Fig. 1: supply network
Scale: 8 px per um. Pins as bars on the die edge.
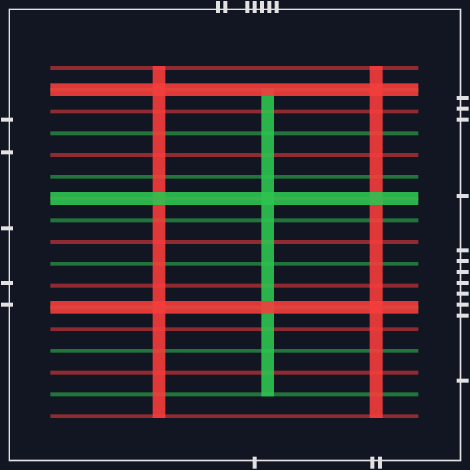
Fig. 2: routing congestion map
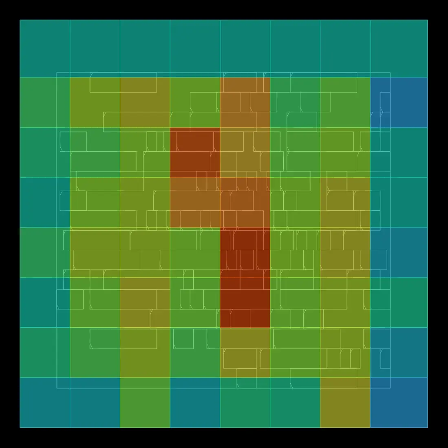
Fig. 3: clock distribution
Scale: 10 px per um.
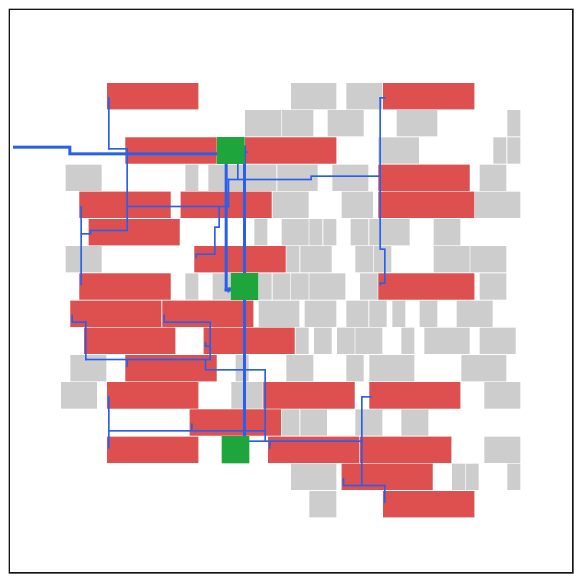
==> src/rtl/int_ctrl_pkg.sv <==
// Shared definitions for the interrupt controller: default sizes and FSM state encoding.
package int_ctrl_pkg;

    localparam int unsigned N_SRC_DEF = 4;
    localparam int unsigned VEC_W_DEF = 8;

    typedef enum logic [1:0] {
        ST_IDLE = 2'b00,
        ST_REQ  = 2'b01,
        ST_SERV = 2'b10
    } state_t;

endpackage

==> src/rtl/int_ctrl_prio_enc.sv <==
// Fixed-priority encoder: index of the lowest set request bit plus a valid flag.
module int_ctrl_prio_enc #(
    parameter int unsigned N     = 4,
    parameter int unsigned IDX_W = 2
) (
    input  logic [N-1:0]     i_req,
    output logic [IDX_W-1:0] o_idx_c,
    output logic             o_valid_c
);

    // Scan from the top down so the lowest index overwrites last and wins.
    always_comb begin
        o_idx_c   = '0;
        o_valid_c = |i_req;
        for (int i = int'(N) - 1; i >= 0; i--) begin
            if (i_req[i]) begin
                o_idx_c = IDX_W'(i);
            end
        end
    end

endmodule

==> src/rtl/int_ctrl.sv <==
// Interrupt controller: synchronises request lines, latches edges as pending, masks,
// arbitrates by fixed priority and runs the request/ack/done handshake with the control unit.
module int_ctrl
    import int_ctrl_pkg::*;
#(
    parameter int unsigned N_SRC = N_SRC_DEF,
    parameter int unsigned VEC_W = VEC_W_DEF
) (
    input  logic             clk,
    input  logic             reset,
    input  logic [N_SRC-1:0] irq_src,
    input  logic             mask_we,
    input  logic [N_SRC-1:0] mask_din,
    input  logic             int_ack,
    input  logic             int_done,
    output logic             interrupcion,
    output logic [VEC_W-1:0] vector,
    output logic [N_SRC-1:0] pending,
    output logic             in_service
);

    localparam int unsigned IDX_W = (N_SRC > 1) ? $clog2(N_SRC) : 1;

    logic [N_SRC-1:0] r_sync1;
    logic [N_SRC-1:0] r_sync2;
    logic [N_SRC-1:0] r_prev;
    logic [N_SRC-1:0] r_pending;
    logic [N_SRC-1:0] r_mask;
    logic [IDX_W-1:0] r_cur;
    logic [VEC_W-1:0] r_vector;
    logic             r_irq;
    logic             r_in_serv;
    state_t           r_state;

    logic [N_SRC-1:0] w_edge;
    logic [N_SRC-1:0] w_req;
    logic [N_SRC-1:0] w_clr;
    logic [IDX_W-1:0] w_win;
    logic             w_win_valid;
    state_t           w_nxt_state;
    logic [IDX_W-1:0] w_nxt_cur;
    logic [VEC_W-1:0] w_nxt_vector;

    assign w_edge = r_sync2 & ~r_prev;
    assign w_req  = r_pending & r_mask;

    int_ctrl_prio_enc #(
        .N     (N_SRC),
        .IDX_W (IDX_W)
    ) u_prio_enc (
        .i_req     (w_req),
        .o_idx_c   (w_win),
        .o_valid_c (w_win_valid)
    );

    // Two-flop synchroniser followed by the previous-value register for edge detection.
    always_ff @(posedge clk or negedge reset) begin
        if (!reset) begin
            r_sync1 <= '0;
            r_sync2 <= '0;
            r_prev  <= '0;
        end else begin
            r_sync1 <= irq_src;
            r_sync2 <= r_sync1;
            r_prev  <= r_sync2;
        end
    end

    // A fresh edge on a bit being acknowledged re-sets it, so the new event is kept.
    always_ff @(posedge clk or negedge reset) begin
        if (!reset) begin
            r_pending <= '0;
            r_mask    <= '0;
        end else begin
            r_pending <= (r_pending & ~w_clr) | w_edge;
            if (mask_we) begin
                r_mask <= mask_din;
            end
        end
    end

    always_comb begin
        w_nxt_state  = r_state;
        w_nxt_cur    = r_cur;
        w_nxt_vector = r_vector;
        w_clr        = '0;
        unique case (r_state)
            ST_IDLE: begin
                if (w_win_valid) begin
                    w_nxt_cur    = w_win;
                    w_nxt_vector = VEC_W'(w_win);
                    w_nxt_state  = ST_REQ;
                end
            end
            ST_REQ: begin
                // No re-arbitration here: the accepted source stays until ack or withdrawal.
                if (int_ack) begin
                    w_clr[r_cur] = 1'b1;
                    w_nxt_state  = ST_SERV;
                end else if (!r_mask[r_cur]) begin
                    w_nxt_state = ST_IDLE;
                end
            end
            ST_SERV: begin
                if (int_done) begin
                    w_nxt_state = ST_IDLE;
                end
            end
            default: begin
                w_nxt_state = ST_IDLE;
            end
        endcase
    end

    // Request is raised one cycle after entering REQ and drops on the edge that leaves it.
    always_ff @(posedge clk or negedge reset) begin
        if (!reset) begin
            r_state   <= ST_IDLE;
            r_cur     <= '0;
            r_vector  <= '0;
            r_irq     <= 1'b0;
            r_in_serv <= 1'b0;
        end else begin
            r_state   <= w_nxt_state;
            r_cur     <= w_nxt_cur;
            r_vector  <= w_nxt_vector;
            r_irq     <= (r_state == ST_REQ) && (w_nxt_state == ST_REQ);
            r_in_serv <= (w_nxt_state == ST_SERV);
        end
    end

    assign interrupcion = r_irq;
    assign vector       = r_vector;
    assign pending      = r_pending;
    assign in_service   = r_in_serv;

endmodule
==> config.mk <==
export PLATFORM = sky130hd
export DESIGN_NAME = int_ctrl
export DESIGN_NICKNAME = d
export VERILOG_FILES = /design/src/rtl/int_ctrl_pkg.sv /design/src/rtl/int_ctrl_prio_enc.sv /design/src/rtl/int_ctrl.sv
export SDC_FILE = /design/constraint.sdc
export NUM_CORES = 1
export LEC_CHECK = 0
export CAP_MARGIN = 25
export CORE_MARGIN = 5
export CORE_UTILIZATION = 46
export CTS_CLUSTER_SIZE = 14
export DETAILED_ROUTE_END_ITERATION = 8
export PLACE_DENSITY = 0.77
export SETUP_SLACK_MARGIN = 0.1
export SLEW_MARGIN = 20
export SYNTH_ARGS = -nofsm -noshare
export SYNTH_HDL_FRONTEND = slang
export SYNTH_SLANG_ARGS = --single-unit
==> constraint.sdc <==
create_clock -name clk -period 1.7 [get_ports clk]
set_input_delay 0.34 -clock clk [delete_from_list [all_inputs] [get_ports clk]]
set_output_delay 0.34 -clock clk [all_outputs]
set_load 0.01 [all_outputs]
==> impl_metrics.toml <==
# implementation run metrics
[final_timing]
maxSlewViolCount = 0
finalHoldViolations = 0
layout_worst_path_cycle_share = 0.905
totalNegativeSetupSlack_ns = 0
finalCriticalPeriod_ns = 1.54
finalSetupViolations = 0
finClkSkew_ns = 0.00996

[outcome]
outcome = "complete, no violations"

[setup_path]
timing.reg2reg.worst_path_depth = 4
r2r_setup_slack_ns = 0.31
path_depth = 1
worstPathBufferInverterCount = 1
cp_max_fo = 1
crit_path_cell_trace = "clkdlybuf4s50_1"

[routing]
m1WireLength_um = 647
drt_first_iter_violations = 17
dr_wl_met3_um = 126

[finish]
layout_top_cell_excl_fill_tap = "sky130_fd_sc_hd__dfrtp_1"
final_cells = 132
final_util = 0.636
area.growth.synth_to_final_pct = 29.7
n_fill_cell = 163

[min_path]
hp-class = "in -> async"

[place]
gp_congestion = 0.784

[synth]
synth_simple_gate_area_share = 0.0828
yosys.stat.chipArea_um2 = 982
ys_sh_adder = 0

[clocking]
post-cts-setup-buffers = 5
cts-hold-fix-buffers = 0

[floorplanning]
floorplanUtilization = 0.491
chip_area_mm2 = 0.00316

[pwr]
clock_power_share = 0.170
power_frac_seq = 0.481
largestPowerGroup = "registers"
pwr.group.combinational_mw = 0.612

[global_route]
initial_antenna_violation_count = 0
-- Fig. 1 (at the start) --
[green] VDD
[red] VSS
met5 straps: 3
met4 straps: 3
rows: 16
signal pins: 27
met1 rails: 17
largest voltage drop on the vdd net: 0.000760 V
Die Span Y: 56.2 um
Core Box Area: 0.00200 mm2
die extent in x: 56.2 um

-- Fig. 2 (at the start) --
global-route usage over all layers: 0.117
fraction of met3 tracks used by global routing: 0.0255
busiest layer in global routing: met2
GRT met2 Usage: 0.217

-- Fig. 3 (at the start) --
[blue] clock wires | length: 252 um
[red] flip-flops | count: 26
[green] cells driving clock nets | count: 3
routed clock nets: 4

==> cell usage after synthesis <==
cell | count | area, um2
sky130_fd_sc_hd__nor3_1 | 3 | 15.0
sky130_fd_sc_hd__nand2_1 | 5 | 18.8
sky130_fd_sc_hd__nand3b_1 | 1 | 7.51
sky130_fd_sc_hd__a21oi_1 | 3 | 15.0
sky130_fd_sc_hd__mux2i_1 | 2 | 20.0
sky130_fd_sc_hd__nand2b_1 | 1 | 6.26
sky130_fd_sc_hd__a22o_1 | 1 | 8.76
sky130_fd_sc_hd__a211oi_2 | 1 | 12.5
sky130_fd_sc_hd__o21ai_1 | 5 | 25.0
sky130_fd_sc_hd__buf_4 | 6 | 45.0
sky130_fd_sc_hd__dfrtp_1 | 26 | 651
sky130_fd_sc_hd__nor3b_1 | 1 | 7.51
sky130_fd_sc_hd__buf_6 | 1 | 11.3
sky130_fd_sc_hd__inv_1 | 5 | 18.8
sky130_fd_sc_hd__o31ai_1 | 2 | 15.0
sky130_fd_sc_hd__a32oi_1 | 1 | 8.76
sky130_fd_sc_hd__nor2_1 | 2 | 7.51
sky130_fd_sc_hd__mux2_1 | 5 | 56.3
sky130_fd_sc_hd__nand3_1 | 2 | 10.0
sky130_fd_sc_hd__conb_1 | 1 | 3.75
sky130_fd_sc_hd__o21ai_0 | 2 | 10.0
sky130_fd_sc_hd__and3b_1 | 1 | 8.76
==> kinds of logic (layout without fill, tap and decap cells) <==
group | after synthesis | in the layout
buffers and inverters | 12 | 35
other | 1 | 6
muxes | 7 | 7
and+or+nand+nor | 16 | 16
AOI/OAI and AO/OA | 15 | 15
DFF | 26 | 26
==> flip-flops by register name, summed over array words and instances (netlist names) <==
signal        flops
in_service        1
r_cur             2
r_sync2           4
pending           4
r_sync1           4
interrupcion      1
r_mask            4
r_prev            4
r_state           2
